### src/rtl/cpu_pkg.sv
// cpu_pkg
//   Shared definitions for the multi-cycle CPU: opcode values, instruction
//   field positions, FSM state encoding and ALU operation select.
//   No ports (package).
package cpu_pkg;

   localparam logic [7:0] OP_LOADI = 8'h00;
   localparam logic [7:0] OP_MOV   = 8'h01;
   localparam logic [7:0] OP_ADD   = 8'h02;
   localparam logic [7:0] OP_SUB   = 8'h03;
   localparam logic [7:0] OP_AND   = 8'h04;
   localparam logic [7:0] OP_OR    = 8'h05;
   localparam logic [7:0] OP_J     = 8'h06;
   localparam logic [7:0] OP_BEQ   = 8'h07;
   localparam logic [7:0] OP_HALT  = 8'hFF;

   // Instruction word: [31:24] opcode, [23:16] dest/offset, [15:8] src1, [7:0] src2/imm
   localparam int unsigned OPC_LSB  = 24;
   localparam int unsigned DST_LSB  = 16;
   localparam int unsigned SRC1_LSB = 8;
   localparam int unsigned SRC2_LSB = 0;
   localparam int unsigned FIELD_W  = 8;

   typedef enum logic [2:0] {
      S_FETCH,
      S_DECODE,
      S_EXECUTE,
      S_WRITEBACK,
      S_HALT
   } state_t;

   typedef enum logic [2:0] {
      ALU_ADD,
      ALU_SUB,
      ALU_AND,
      ALU_OR,
      ALU_PASS
   } alu_op_t;

endpackage

### src/rtl/cpu_alu_w.sv
// cpu_alu_w
//   Combinational ALU of parametrised width: add, sub, and, or, pass-b,
//   with a zero flag on the result (used for beq equality).
// Ports:
//   a, b  in  DATA_W  operands
//   op    in  3       operation select (cpu_pkg::alu_op_t encoding)
//   y     out DATA_W  result, modulo 2^DATA_W
//   zero  out 1       y == 0
module cpu_alu_w
   import cpu_pkg::*;
#(
   parameter int DATA_W = 8
) (
   input  logic [DATA_W-1:0] a,
   input  logic [DATA_W-1:0] b,
   input  logic [2:0]        op,
   output logic [DATA_W-1:0] y,
   output logic              zero
);

   always_comb begin
      y = '0;
      case (op)
         ALU_ADD:  y = a + b;
         ALU_SUB:  y = a + ~b + DATA_W'(1);
         ALU_AND:  y = a & b;
         ALU_OR:   y = a | b;
         ALU_PASS: y = b;
         default:  y = '0;
      endcase
      zero = (y == '0);
   end

endmodule

### src/rtl/cpu_multicycle.sv
// cpu_multicycle
//   Multi-cycle CPU core: FETCH (req/ack) -> DECODE -> EXECUTE -> WRITEBACK,
//   with a terminal HALT state and illegal-opcode reporting.
//   Optional feature macro: CPU_BRANCH_EN adds j (06) and beq (07);
//   without it those opcodes are illegal and executed as NOP.
// Ports:
//   CLK          in   1   rising-edge clock
//   RESET_N      in   1   asynchronous active-low reset
//   PC           out  32  address of the instruction being fetched/executed
//   INSTR_REQ    out  1   fetch request, held until INSTR_ACK
//   INSTR_ACK    in   1   INSTRUCTION valid this cycle
//   INSTRUCTION  in   32  instruction word
//   HALTED       out  1   HALT has executed (until reset)
//   ILLEGAL      out  1   one-cycle pulse in EXECUTE on an undefined opcode
module cpu_multicycle
   import cpu_pkg::*;
#(
   parameter int          DATA_W    = 8,
   parameter int          REG_COUNT = 8,
   parameter logic [31:0] PC_RESET  = '0
) (
   input  logic        CLK,
   input  logic        RESET_N,
   output logic [31:0] PC,
   output logic        INSTR_REQ,
   input  logic        INSTR_ACK,
   input  logic [31:0] INSTRUCTION,
   output logic        HALTED,
   output logic        ILLEGAL
);

   localparam int RIDX_W = $clog2(REG_COUNT);

`ifdef CPU_BRANCH_EN
   localparam logic BRANCH_EN = 1'b1;
`else
   localparam logic BRANCH_EN = 1'b0;
`endif

   state_t              state, state_next;
   logic                req_q, req_next;
   logic [31:0]         ir;
   logic [DATA_W-1:0]   regs [REG_COUNT];
   logic [DATA_W-1:0]   opa, opb, result;
   logic                taken;

   logic                ir_load, opnd_load, res_load, wb_en;

   logic [7:0]          opcode;
   logic                dec_legal, dec_writes, dec_jump, dec_beq, dec_halt;
   alu_op_t             dec_alu;

   logic [DATA_W-1:0]   imm_ext, alu_b, alu_y;
   logic                alu_zero;
   logic [31:0]         pc_plus4, br_offset, br_target;
   logic                unused_ir_bits;

   assign opcode    = ir[OPC_LSB +: FIELD_W];
   // imm8 sign-extends when DATA_W > 8 and truncates when DATA_W < 8
   assign imm_ext   = DATA_W'(signed'(ir[SRC2_LSB +: FIELD_W]));
   assign alu_b     = (opcode == OP_LOADI) ? imm_ext : opb;
   assign pc_plus4  = PC + 32'd4;
   assign br_offset = {{22{ir[DST_LSB+7]}}, ir[DST_LSB +: FIELD_W], 2'b00};
   assign br_target = pc_plus4 + br_offset;
   assign unused_ir_bits = ^{ir[SRC1_LSB +: FIELD_W], ir[DST_LSB +: FIELD_W]};

   assign INSTR_REQ = req_q;
   assign HALTED    = (state == S_HALT);

   // Opcode decode
   always_comb begin
      dec_legal  = 1'b0;
      dec_writes = 1'b0;
      dec_jump   = 1'b0;
      dec_beq    = 1'b0;
      dec_halt   = 1'b0;
      dec_alu    = ALU_PASS;
      case (opcode)
         OP_LOADI: begin dec_legal = 1'b1; dec_writes = 1'b1; dec_alu = ALU_PASS; end
         OP_MOV:   begin dec_legal = 1'b1; dec_writes = 1'b1; dec_alu = ALU_PASS; end
         OP_ADD:   begin dec_legal = 1'b1; dec_writes = 1'b1; dec_alu = ALU_ADD;  end
         OP_SUB:   begin dec_legal = 1'b1; dec_writes = 1'b1; dec_alu = ALU_SUB;  end
         OP_AND:   begin dec_legal = 1'b1; dec_writes = 1'b1; dec_alu = ALU_AND;  end
         OP_OR:    begin dec_legal = 1'b1; dec_writes = 1'b1; dec_alu = ALU_OR;   end
         OP_J: begin
            if (BRANCH_EN) begin
               dec_legal = 1'b1;
               dec_jump  = 1'b1;
            end
         end
         OP_BEQ: begin
            if (BRANCH_EN) begin
               dec_legal = 1'b1;
               dec_beq   = 1'b1;
               dec_alu   = ALU_SUB;
            end
         end
         OP_HALT:  begin dec_legal = 1'b1; dec_halt = 1'b1; end
         default:  ;
      endcase
   end

   cpu_alu_w #(.DATA_W(DATA_W)) u_alu (
      .a    (opa),
      .b    (alu_b),
      .op   (dec_alu),
      .y    (alu_y),
      .zero (alu_zero)
   );

   // FSM state register
   always_ff @(posedge CLK or negedge RESET_N) begin
      if (!RESET_N) begin
         state <= S_FETCH;
         req_q <= 1'b0;
      end else begin
         state <= state_next;
         req_q <= req_next;
      end
   end

   // Next state and control. REQ is raised again in WRITEBACK so the next
   // FETCH can accept ACK in its first cycle (4-cycle minimum per instruction).
   always_comb begin
      state_next = state;
      req_next   = req_q;
      ILLEGAL    = 1'b0;
      ir_load    = 1'b0;
      opnd_load  = 1'b0;
      res_load   = 1'b0;
      wb_en      = 1'b0;
      case (state)
         S_FETCH: begin
            req_next = 1'b1;
            if (req_q && INSTR_ACK) begin
               ir_load    = 1'b1;
               req_next   = 1'b0;
               state_next = S_DECODE;
            end
         end
         S_DECODE: begin
            opnd_load  = 1'b1;
            state_next = S_EXECUTE;
         end
         S_EXECUTE: begin
            res_load   = 1'b1;
            ILLEGAL    = !dec_legal;
            state_next = S_WRITEBACK;
         end
         S_WRITEBACK: begin
            if (dec_halt) begin
               req_next   = 1'b0;
               state_next = S_HALT;
            end else begin
               wb_en      = 1'b1;
               req_next   = 1'b1;
               state_next = S_FETCH;
            end
         end
         S_HALT: begin
            req_next = 1'b0;
         end
         default: begin
            req_next   = 1'b0;
            state_next = S_FETCH;
         end
      endcase
   end

   // Datapath: IR, operand latches, result, register file, PC
   always_ff @(posedge CLK or negedge RESET_N) begin
      if (!RESET_N) begin
         PC     <= PC_RESET;
         ir     <= '0;
         opa    <= '0;
         opb    <= '0;
         result <= '0;
         taken  <= 1'b0;
         for (int unsigned i = 0; i < REG_COUNT; i++) begin
            regs[i] <= '0;
         end
      end else begin
         if (ir_load) begin
            ir <= INSTRUCTION;
         end
         if (opnd_load) begin
            opa <= regs[ir[SRC1_LSB +: RIDX_W]];
            opb <= regs[ir[SRC2_LSB +: RIDX_W]];
         end
         if (res_load) begin
            result <= alu_y;
            taken  <= dec_jump | (dec_beq & alu_zero);
         end
         if (wb_en) begin
            if (dec_writes) begin
               regs[ir[DST_LSB +: RIDX_W]] <= result;
            end
            PC <= taken ? br_target : pc_plus4;
         end
      end
   end

endmodule

### config.mk
export PLATFORM = sky130hd
export DESIGN_NAME = cpu_multicycle
export DESIGN_NICKNAME = d
export VERILOG_FILES = /design/src/rtl/cpu_pkg.sv /design/src/rtl/cpu_alu_w.sv /design/src/rtl/cpu_multicycle.sv
export SDC_FILE = /design/constraint.sdc
export NUM_CORES = 1
export LEC_CHECK = 0
export ABC_CLOCK_PERIOD_IN_PS = 2300
export CORE_ASPECT_RATIO = 0.6
export CORE_MARGIN = 3
export CORE_UTILIZATION = 44
export CTS_CLUSTER_SIZE = 14
export DETAILED_ROUTE_END_ITERATION = 10
export GPL_ROUTABILITY_DRIVEN = 0
export PLACE_DENSITY_LB_ADDON = 0.3
export SLEW_MARGIN = 0
export SYNTH_ARGS = -nofsm -noshare
export SYNTH_HDL_FRONTEND = slang
export SYNTH_SLANG_ARGS = --single-unit
### constraint.sdc
create_clock -name CLK -period 2.3 [get_ports CLK]
set_clock_uncertainty 0.1 [all_clocks]
set_input_delay 0.46 -clock CLK [delete_from_list [all_inputs] [get_ports CLK]]
set_output_delay 0.46 -clock CLK [all_outputs]
set_load 0.005 [all_outputs]
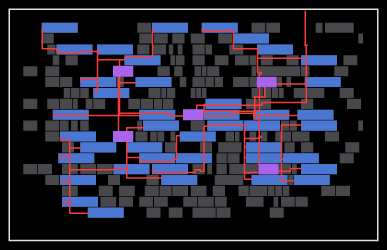
Figure 1: run 1, clock wires, drivers and flops.
Drawn at 4 px/um.
legend:
  flip-flops:
    color: blue
    count: 42
  clock wires:
    color: red
    length: 522 um
  clock drivers:
    color: purple
    count: 5
routed clock nets: 6

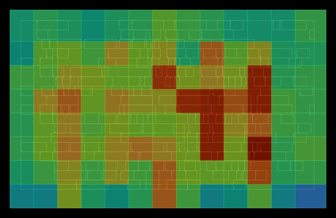
Figure 2: run 1, routing congestion.
gr usage total: 16.0%
met3 Use GR: 4.08%
drt wl/cell: 14.4 um

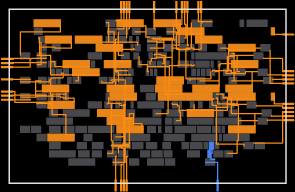
Figure 3: run 1, port wiring.
Drawn at 3 px/um.
legend:
  `INSTR_ACK`:
    color: blue
    direction: input
    end_cells: 2
    buffers: 1
    wire: 16.0 um
  `PC`:
    color: orange
    direction: output
    end_cells: 32
    buffers: 30
    wire: 1200 um

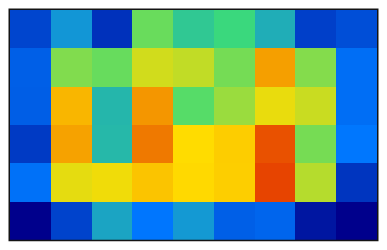
Figure 4: run 1, local utilization.
Drawn at 4 px/um. 9 x 6 tiles, from dark blue (low) to red (high), 0 to 100% covered.
nearly empty tiles: 3.7%
densest ninth of the die: center
fullest tile: 92%
tiles over 75% full: 20%
mean over tiles: 47%
fp_density: 46.6%
core footprint: 4170 um^2
utilization after layout: 61.2%

==> flow_summary.toml, run 1 <==
# yosys + openroad results
[yosys]
synthTopLogicFamily = "simple AND/OR/NAND/NOR gates"
ys.warnings.count = 0
yosysUniqueCellTypes = 34
ys_sh_adder_pct = 0.644
ys_sh_simple_pct = 18.7
synth_stat.cells = 163
ys_ff = 42
avgSynthCellArea_um2 = 11.9
netlist_instances = 163
xor_area_share_pct = 13.5
async_flop_share_pct = 100
muxShareOfSynthArea_pct = 5.22
ys_sh_aoi_pct = 4.32
synth-edff-count = 0
synth-main-ff-cell = "dfrtp_1"
yosysSeqAreaShare_pct = 54.1
synth_area_um2 = 1940
yosys_area_um2 = 1940

[clock_tree]
root_buffer = "clkbuf_8"
clk_pin_slew_ns = 0.08
cts_htree_levels = 2
numCtsBuffers = 5
cts_resized = 1
hold_buffers = 0
postCtsSetupBuffers = 0
cts_tree = "built"
cts_sinks = 42
clock_latency_ns = 0.29
clk_path_buf_depth = 2

[power]
pg_comb_uw = 536
switchingPower_uw = 645
power_mw = 2.17
cellLeakagePower_nw = 1.14
vdd_drop_max_mv = 0.376
p_seq_share_pct = 48.8
p_seq_mw = 1.06
p_clk_uw = 575
power_frac_clock_pct = 26.5
powerDensity_nw_per_um2 = 852
power-top-group = "registers"
p_comb_share_pct = 24.7
p_int_mw = 1.53
switching_share_pct = 29.7

[critical_path]
cp-startpoint = "ir[30]"
cp_slowest_stage_delay_ns = 0.40
crit_type = "reg2out"
crit_chain = "and4_4 > nand2_1 > o41ai_2 > nor4b_1 > dlygate4sd2_1"
arrival_ns = 1.64
reg2reg_to = "PC[11]"
start_kind = "register"
reg2regPathDepth = 6
r2r-start = "ir[31]"
worstSetupEndpointType = "output port"
cp_max_fo = 3
critPathRequiredTime_ns = 1.74
ff2ff_setup_slack_ns = 0.40
critical_path.slowest_cell = "dfrtp_1"
cp-endpoint = "ILLEGAL"

[grt]
overflow = 0
grt_pass1_vias = 1364
antenna_found_initial = 0
grt_max_degree = 43
grt_pass1_wl_mm = 6.58

[cells_and_area]
layout_top_cell = "dfrtp_1"
stdcell_area_um2 = 2550
diodes = 0
final_cells = 270
seq_area_um2 = 1050
layout-drive-gt1-share_pct = 14.8
fillers = 335
logic_area_um2 = 843
final_nets = 245
lay_top_cells = "42 x dfrtp_1, 41 x clkdlybuf4s50_1, 19 x xnor2_1, 13 x nand2_1, 13 x nand3_1"
area_growth_syn_to_layout_pct = 31.2

[status]
status = "complete, no violations"

[sta]
slew_viol_final = 0
finalCriticalPeriod_ns = 2.20
finalClockPeriodUsage_pct = 95.7
fin_hold_ws_ns = 0.0227
hold_viol = 0
fmax_ghz = 0.454
fin_setup_tns_ns = 0
rsz0062_at_grt = "false"
setup_viol = 0

[routing]
dr.pass1.iters = 4
routed_via_density = 5.02
drc_errors = 0
drt.antenna.violating_nets = 0
finalWirelength_mm = 3.89
vias = 1355
drt_iter0_drc = 55

[place]
dp_hpwl_mm = 2.87
place_area_um2 = 2430
port_buffers = 43
place_inst = 262

[flow_run]
maxCapViolations = 0
tool_warnings = 50

[worst_hold_path]
hold_path.class = "in2async"

[floorplan]
rows = 18
die_area_um2 = 5270
die_y_um = 57.5
die_w_um = 91.8
ios = 70
==> run 1: per-stage QoR <==
stage | worst slack [ns] | utilization, %
floorplan | 0.521 | -
global placement | 0.133 | 58.3
detailed placement | 0.157 | 58.3
CTS | 0.0592 | 60.9
global route | 0.0138 | 61.2
finish | 0.0994 | 61.2
==> run 1: flip-flops by register name, indices dropped and copies added, names as in the netlist <==
| register | cells |
|---|---|
| PC | 30 |
| ir | 8 |
| INSTR_REQ | 1 |
| state | 3 |
==> run 1: per-layer routing <==
metal	routed length, um	vias to the layer above	GRT usage (%)
li1	-	649	-
met1	1910	661	22.5
met2	1770	36	23.5
met3	161	9	4.08
met4	53	0	7.19
met5	0	-	0
==> run 1: cells in the mapped netlist, drive strengths merged (2+ instances only) <==
master	n	share of area [%]
nor3	5	1.3
a21oi	2	1.1
dfrtp	42	54
buf	7	2.6
xnor2	19	8.6
clkbuf	2	0.45
nand4	6	2.3
a211oi	2	1.4
xor2	11	5.0
and4	5	2.5
nor2	7	1.4
nand3	13	3.4
and3	8	2.6
nand2	13	2.5
mux2	9	5.2
==> run 1: critical path: cells and delay by family, from the launching register on <==
kind | cells | cell delay, ns
AND-OR/OR-AND | 1 | 0.08
AND/OR/NAND/NOR | 3 | 0.60
flip-flops | 1 | 0.40
buffers and inverters | 1 | 0.27
==> run 1: layout make-up <==
| class | count | area share, % |
|---|---|---|
| repair buffers | 47 | 18.3 |
| inverters | 1 | 0.147 |
| flip-flops and latches | 42 | 41.2 |
| clock inverters | 3 | 1.57 |
| multi-input cells | 112 | 33.1 |
| well taps | 60 | 2.95 |
| clock buffers | 5 | 2.70 |
==> inputs of run 2 (changes only) <==
==> constraint.sdc (replaced) <==
create_clock -name CLK -period 2.3 [get_ports CLK]
set_clock_uncertainty 0.1 [all_clocks]
set_input_delay 0.23 -clock CLK [delete_from_list [all_inputs] [get_ports CLK]]
set_output_delay 0.23 -clock CLK [all_outputs]
set_load 0.005 [all_outputs]
==> run 2 against run 1 <==
Net effect:
- global-route usage up 0.29 points
- final area shrank 2.6%
- final cell count down 1.5%
- first-iteration DRC count is 15% lower
- sequential power barely moved
- the run now ends with negative hold slack left
- via count fell by 0.81%
- total power shrank 5.8%
==> flow_summary.toml, run 2 <==
# yosys + openroad results
[status]
status = "finished with violations"
violations = "negative hold slack"

[routing]
routed_via_density = 5.05
drc_errors = 0
dr.pass1.iters = 4
drt_iter0_drc = 47
drt.antenna.violating_nets = 0
wl_per_cell_um = 14.5
finalWirelength_mm = 3.85
vias = 1344

[yosys]
ys.warnings.count = 0
avgSynthCellArea_um2 = 11.9
yosysUniqueCellTypes = 34
top_cell = "dfrtp_1"
ys_sh_aoi_pct = 4.32
ys_ff = 42
top_cells_by_area = "dfrtp_1 54%, xnor2_1 8.6%, mux2_2 5.2%"
top_area_share_pct = 54.1
synth-edff-count = 0
yosysSeqAreaShare_pct = 54.1
yosys.area.top_type = "dfrtp_1"
netlist_top_cells_count = "42 x dfrtp_1, 19 x xnor2_1, 13 x nand2_1, 13 x nand3_1, 11 x xor2_1"
ys_sh_simple_pct = 18.7
yosys_area_um2 = 1940
muxShareOfSynthArea_pct = 5.22
synthTopLogicFamily = "simple AND/OR/NAND/NOR gates"
async_flop_share_pct = 100
synth_stat.cells = 163
netlist_instances = 163
synth-main-ff-cell = "dfrtp_1"
xor_area_share_pct = 13.5
ys_sh_adder_pct = 0.644
synth_area_um2 = 1940

[cells_and_area]
layout_top_cell = "dfrtp_1"
fillers = 330
lay_top_cells = "42 x dfrtp_1, 41 x clkdlybuf4s50_1, 19 x xnor2_1, 13 x nand2_1, 13 x nand3_1"
largest_register = "PC"
final_nets = 243
final_core_util_pct = 59.6
seq_area_um2 = 1050
diodes = 0
largest_register_ff_count = 30
logic_area_um2 = 831
area_growth_syn_to_layout_pct = 27.8
layout-drive-gt1-share_pct = 12.1
top_regs = "PC x30, ir x8, state x3"
stdcell_area_um2 = 2480

[grt]
met1_usage_pct = 22.4
met2_usage_pct = 23.9
grt_max_degree = 43
top_usage_layer = "met2"
use_met3_pct = 4.22
grt_pass1_wl_mm = 6.59
track_usage_pct = 16.2
grt_pass1_vias = 1383
overflow = 0
antenna_found_initial = 0

[power]
vdd_drop_max_mv = 0.430
cellLeakagePower_nw = 1.10
powerDensity_nw_per_um2 = 823
power_mw = 2.04

[critical_path]
critPathRequiredTime_ns = 1.97
cp_slowest_stage_delay_ns = 0.40
worstSetupEndpointType = "output port"
reg2reg_to = "PC[27]"
cp_max_fo = 3
crit_chain = "and4_1 > nand2_1 > o41ai_1 > nor4b_1 > dlygate4sd2_1"
crit_buf_inv = 1
critPathTopFamily = "simple AND/OR/NAND/NOR gates"
start_kind = "register"
arrival_ns = 1.66
critical_path.slowest_cell = "dfrtp_1"
ff2ff_setup_slack_ns = 0.34
crit_type = "reg2out"
r2r-start = "PC[7]"
reg2regPathDepth = 5

[sta]
fin_hold_ws_ns = -0.0404
rsz0062_at_grt = "false"
finalCriticalPeriod_ns = 1.99
hold_viol = 42
setup_viol = 0
slew_viol_final = 0
maxSlewHeadroom_pct = 40.3
fin_setup_tns_ns = 0
worst_pin_slew_ns = 0.895
layout_setup_ws_ns = 0.307
fmax_ghz = 0.502
finalClockPeriodUsage_pct = 86.7

[clock_tree]
clock_latency_ns = 0.29
cts_tree = "built"
cts_sinks = 42
root_buffer = "clkbuf_8"
hold_buffers = 0
clk_pin_slew_ns = 0.07
cts_htree_levels = 2
clk_path_buf_depth = 2
numCtsBuffers = 5

[floorplan]
die_w_um = 91.8
die_area_um2 = 5270
core_area_um2 = 4170
rows = 18
fp_util_pct = 46.6
ios = 70
die_y_um = 57.5

[worst_hold_path]
hold_path.class = "in2async"

[place]
dp_worst_setup_slack_ns = 0.302
dp_hpwl_mm = 2.79
port_buffers = 43
place_area_um2 = 2400

[flow_run]
tool_warnings = 50
maxCapViolations = 0
## run 2: cell type report
| type | count | share of cell area, % |
|---|---|---|
| Sequential cell | 42 | 42.3 |
| Multi-Input combinational cell | 112 | 33.5 |
| Timing Repair Buffer | 45 | 17.7 |
| Clock buffer | 6 | 3.33 |
| Tap cell | 60 | 3.02 |
| Inverter | 1 | 0.151 |
## run 2: how the worst max path moves through the flow
stage	cells past startpoint	from	end	slack [ns]
after floorplan	6	state[2]	PC[22]	0.52
after global placement	5	ir[31]	ILLEGAL	0.31
after detailed placement	5	ir[28]	ILLEGAL	0.30
after CTS	5	ir[28]	ILLEGAL	0.27
after global routing	5	ir[31]	ILLEGAL	0.17
final	5	ir[28]	ILLEGAL	0.31
## run 2: worst reg2reg max path: stages, from the launching register on
cell and delay [ns]:
dfrtp_1 0.45, and4_1 0.27, and3_1 0.34, and3_1 0.38, nand4_1 0.16, xnor2_1 0.15
## run 2: power by group
| group | internal, mW | leakage [nW] | total (mW) | switching (mW) |
|---|---|---|---|---|
| clock network | 0.232 | 0.0431 | 0.469 | 0.237 |
| registers | 0.883 | 0.554 | 1.05 | 0.171 |
| logic | 0.314 | 0.503 | 0.521 | 0.207 |
## run 2: per-stage QoR
| step | std cells | hold slack (ns) |
|---|---|---|
| 5_1_grt | 266 | 0.0500 |
| 2_1_floorplan | 164 | -0.166 |
| 3_3_place_gp | 260 | 0.298 |
| 6_report | 266 | -0.0404 |
| 4_1_cts | 266 | 0.00216 |
| 3_5_place_dp | 260 | 0.319 |
## run 2: metal layers
layer | vias up | wire length (um)
li1 | 644 | -
met1 | 657 | 1880
met2 | 33 | 1690
met3 | 10 | 169
met4 | 0 | 108
met5 | - | 0
## run 2: timing repair
item	CTS	global route
resized	1	0
setup buffers	0	0
endpoints found under the setup margin	1	0
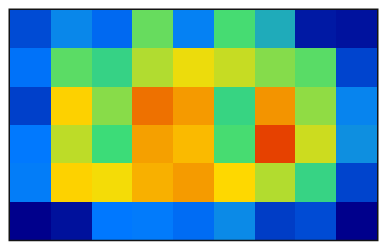
Figure 5: run 2, local utilization.
Drawn at 4 px/um. 9 x 6 tiles, from dark blue (low) to red (high), 0 to 100% covered.
mean over tiles: 46%
nearly empty tiles: 3.7%
densest ninth of the die: center
tiles over 75% full: 20%
fullest tile: 93%

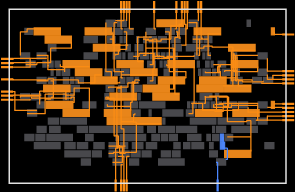
Figure 6: run 2, port wiring.
Drawn at 3 px/um.
legend:
  `INSTR_ACK`:
    color: blue
    direction: input
    end_cells: 2
    buffers: 1
    wire: 16.1 um
  `PC`:
    color: orange
    direction: output
    end_cells: 32
    buffers: 30
    wire: 1190 um

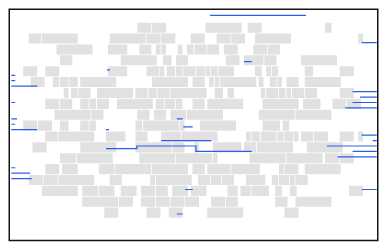
Figure 7: run 2, signal wires on met3.
Drawn at 4 px/um.
wire length on this layer: 170 um
nets with wire on the layer: 25
longest straight run: 23.7 um
main direction: horizontal

==> inputs of run 3 (changes only) <==
--- a/config.mk
+++ b/config.mk
@@ -13,6 +13,7 @@
 export DETAILED_ROUTE_END_ITERATION = 10
 export GPL_ROUTABILITY_DRIVEN = 0
 export PLACE_DENSITY_LB_ADDON = 0.3
+export RECOVER_POWER = 100
 export SLEW_MARGIN = 0
 export SYNTH_ARGS = -nofsm -noshare
 export SYNTH_HDL_FRONTEND = slang
==> run 3 against run 2 <==
Net effect:
- the flow still finishes with violations (negative hold slack)
- wire length shrank 0.23%
- die area is the same
- final cell count unchanged
- critical path type unchanged
- largest cell class unchanged
==> flow_summary.toml, run 3 <==
# yosys + openroad results
[cells_and_area]
n_all_inverters = 1
ff_count = 42
clk_share_pct = 3.37
fillers = 335
logic_area_um2 = 810
layout-drive-gt1-share_pct = 9.71
dominant-cell-class = "sequential cells"
diodes = 0
layout_top_cell = "dfrtp_1"
seq_share_pct = 42.8
comb_cells = 112
nClkBuffers = 6
final_cells = 266
final_nets = 243
comb_area_share_pct = 33.0
buffer_area_share_pct = 17.6
largest_register_ff_count = 30
stdcell_area_um2 = 2450
signal_buffers = 45
area_growth_syn_to_layout_pct = 26.4
top_regs = "PC x30, ir x8, state x3"

[floorplan]
fp_util_pct = 46.6
tap_cells = 60
core_area_um2 = 4170
die_y_um = 57.5
die_w_um = 91.8
rows = 18

[sta]
fmax_ghz = 0.502
maxSlewHeadroom_pct = 33.4
rsz0062_at_grt = "false"
setup_viol = 0
layout_setup_ws_ns = 0.306
fin_hold_ws_ns = -0.00667
hold_viol = 8
finalClockPeriodUsage_pct = 86.7
fin_setup_tns_ns = 0
finalCriticalPeriod_ns = 1.99

[critical_path]
critical_path.slowest_cell = "dfrtp_1"
arrival_ns = 1.66
reg2regPathDepth = 5
cp_max_fo = 3
start_kind = "register"
ff2ff_setup_slack_ns = 0.31
critPathRequiredTime_ns = 1.97
crit_chain = "and4_1 > nand2_1 > o41ai_1 > nor4b_1 > dlygate4sd2_1"
cp_slowest_stage_delay_ns = 0.40
worstSetupEndpointType = "output port"
reg2reg_to = "PC[11]"
crit_type = "reg2out"

[grt]
overflow = 0
grt_pass1_vias = 1383
grt_max_degree = 43
grt_pass1_wl_mm = 6.59

[routing]
drc_errors = 0
drt_iter0_drc = 42
dr.pass1.iters = 4
routed_via_density = 5.08
drt.antenna.violating_nets = 0

[place]
place_inst = 260
port_buffers = 43
dp_worst_setup_slack_ns = 0.302
place_area_um2 = 2400

[clock_tree]
clk_pin_slew_ns = 0.07
root_buffer = "clkbuf_8"
cts_tree = "built"
cts_resized = 1
hold_buffers = 0
postCtsSetupBuffers = 0
numCtsBuffers = 5
clk_path_buf_depth = 2
cts_htree_levels = 2
cts_sinks = 42

[yosys]
async_flop_share_pct = 100
synth-main-ff-cell = "dfrtp_1"
synth_stat.cells = 163
yosys_area_um2 = 1940
yosysSeqAreaShare_pct = 54.1
top_cells_by_area = "dfrtp_1 54%, xnor2_1 8.6%, mux2_2 5.2%"
netlist_top_cells_count = "42 x dfrtp_1, 19 x xnor2_1, 13 x nand2_1, 13 x nand3_1, 11 x xor2_1"
top_area_share_pct = 54.1
yosysUniqueCellTypes = 34
synth-edff-count = 0
ys_ff = 42
netlist_instances = 163
yosys.area.top_type = "dfrtp_1"
top_cell = "dfrtp_1"
avgSynthCellArea_um2 = 11.9
ys.warnings.count = 0

[status]
violations = "negative hold slack"
status = "finished with violations"

[flow_run]
maxCapViolations = 0
tool_warnings = 50

[power]
powerDensity_nw_per_um2 = 814
cellLeakagePower_nw = 1.17
vdd_drop_max_mv = 0.426
power_mw = 2.00

[worst_hold_path]
hold_path.class = "in2async"
run 3: cell counts after synthesis:
Identical to the previous run, type by type.
run 3: how the worst max path moves through the flow:
stage / start / end / slack [ns] / depth (start not counted)
finish: ir[28] / ILLEGAL / 0.31 / 5
global route: state[2] / PC[11] / 0.17 / 5
CTS: ir[28] / ILLEGAL / 0.27 / 5
floorplan: state[2] / PC[22] / 0.52 / 6
global placement: ir[31] / ILLEGAL / 0.31 / 5
detailed placement: ir[28] / ILLEGAL / 0.30 / 5
run 3: cells by family after synthesis:
| family | count (synthesis) | share of synthesized area [%] |
|---|---|---|
| flip-flops | 42 | 54.1 |
| AND-OR/OR-AND | 8 | 4.32 |
| adder cells (fa/ha/maj) | 1 | 0.644 |
| other | 1 | 0.193 |
| buffers and inverters | 10 | 3.29 |
| XOR/XNOR | 30 | 13.5 |
| AND/OR/NAND/NOR | 62 | 18.7 |
| multiplexers | 9 | 5.22 |
run 3: critical path, delay by kind of cell (launching register included):
kind / cells / cell delay, ns
flops: 1 / 0.40
simple gates: 3 / 0.64
compound gates: 1 / 0.07
buf+inv: 1 / 0.27
run 3: per-layer routing:
| metal | global-route usage (%) | routed length (um) | up-vias |
|---|---|---|---|
| li1 | - | - | 644 |
| met1 | 22.4 | 1880 | 658 |
| met2 | 23.9 | 1670 | 37 |
| met3 | 4.22 | 180 | 12 |
| met4 | 8.46 | 110 | 0 |
| met5 | 0 | 0 | - |
run 3: power by group:
part           switching [mW]  leakage (nW)  internal [mW]
clock                   0.237        0.0431          0.232
sequential              0.157         0.554          0.883
combinational           0.206         0.577          0.282
total                   0.599          1.17           1.40
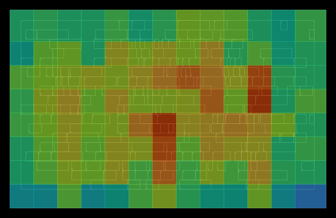
Figure 8: run 3, routing congestion.
drt wl/cell: 14.4 um
utilization after layout: 58.9%
gr usage total: 16.2%

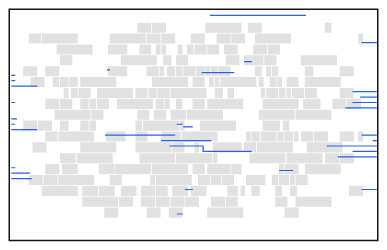
Figure 9: run 3, signal wires on met3.
Drawn at 4 px/um.
nets with wire on the layer: 27
longest straight run: 23.7 um
share of all routed wire: 4.7%
main direction: horizontal
wire length on this layer: 181 um
final wirelength: 3.84 mm
met3 Use GR: 4.22%
via count: 1351

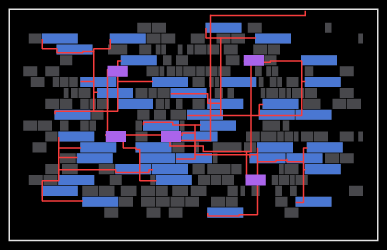
Figure 10: run 3, clock wires, drivers and flops.
Drawn at 4 px/um.
legend:
  clock wires:
    color: red
    length: 542 um
  clock drivers:
    color: purple
    count: 5
  flip-flops:
    color: blue
    count: 42
routed clock nets: 6

Power is estimated from default activity; no workload was simulated.
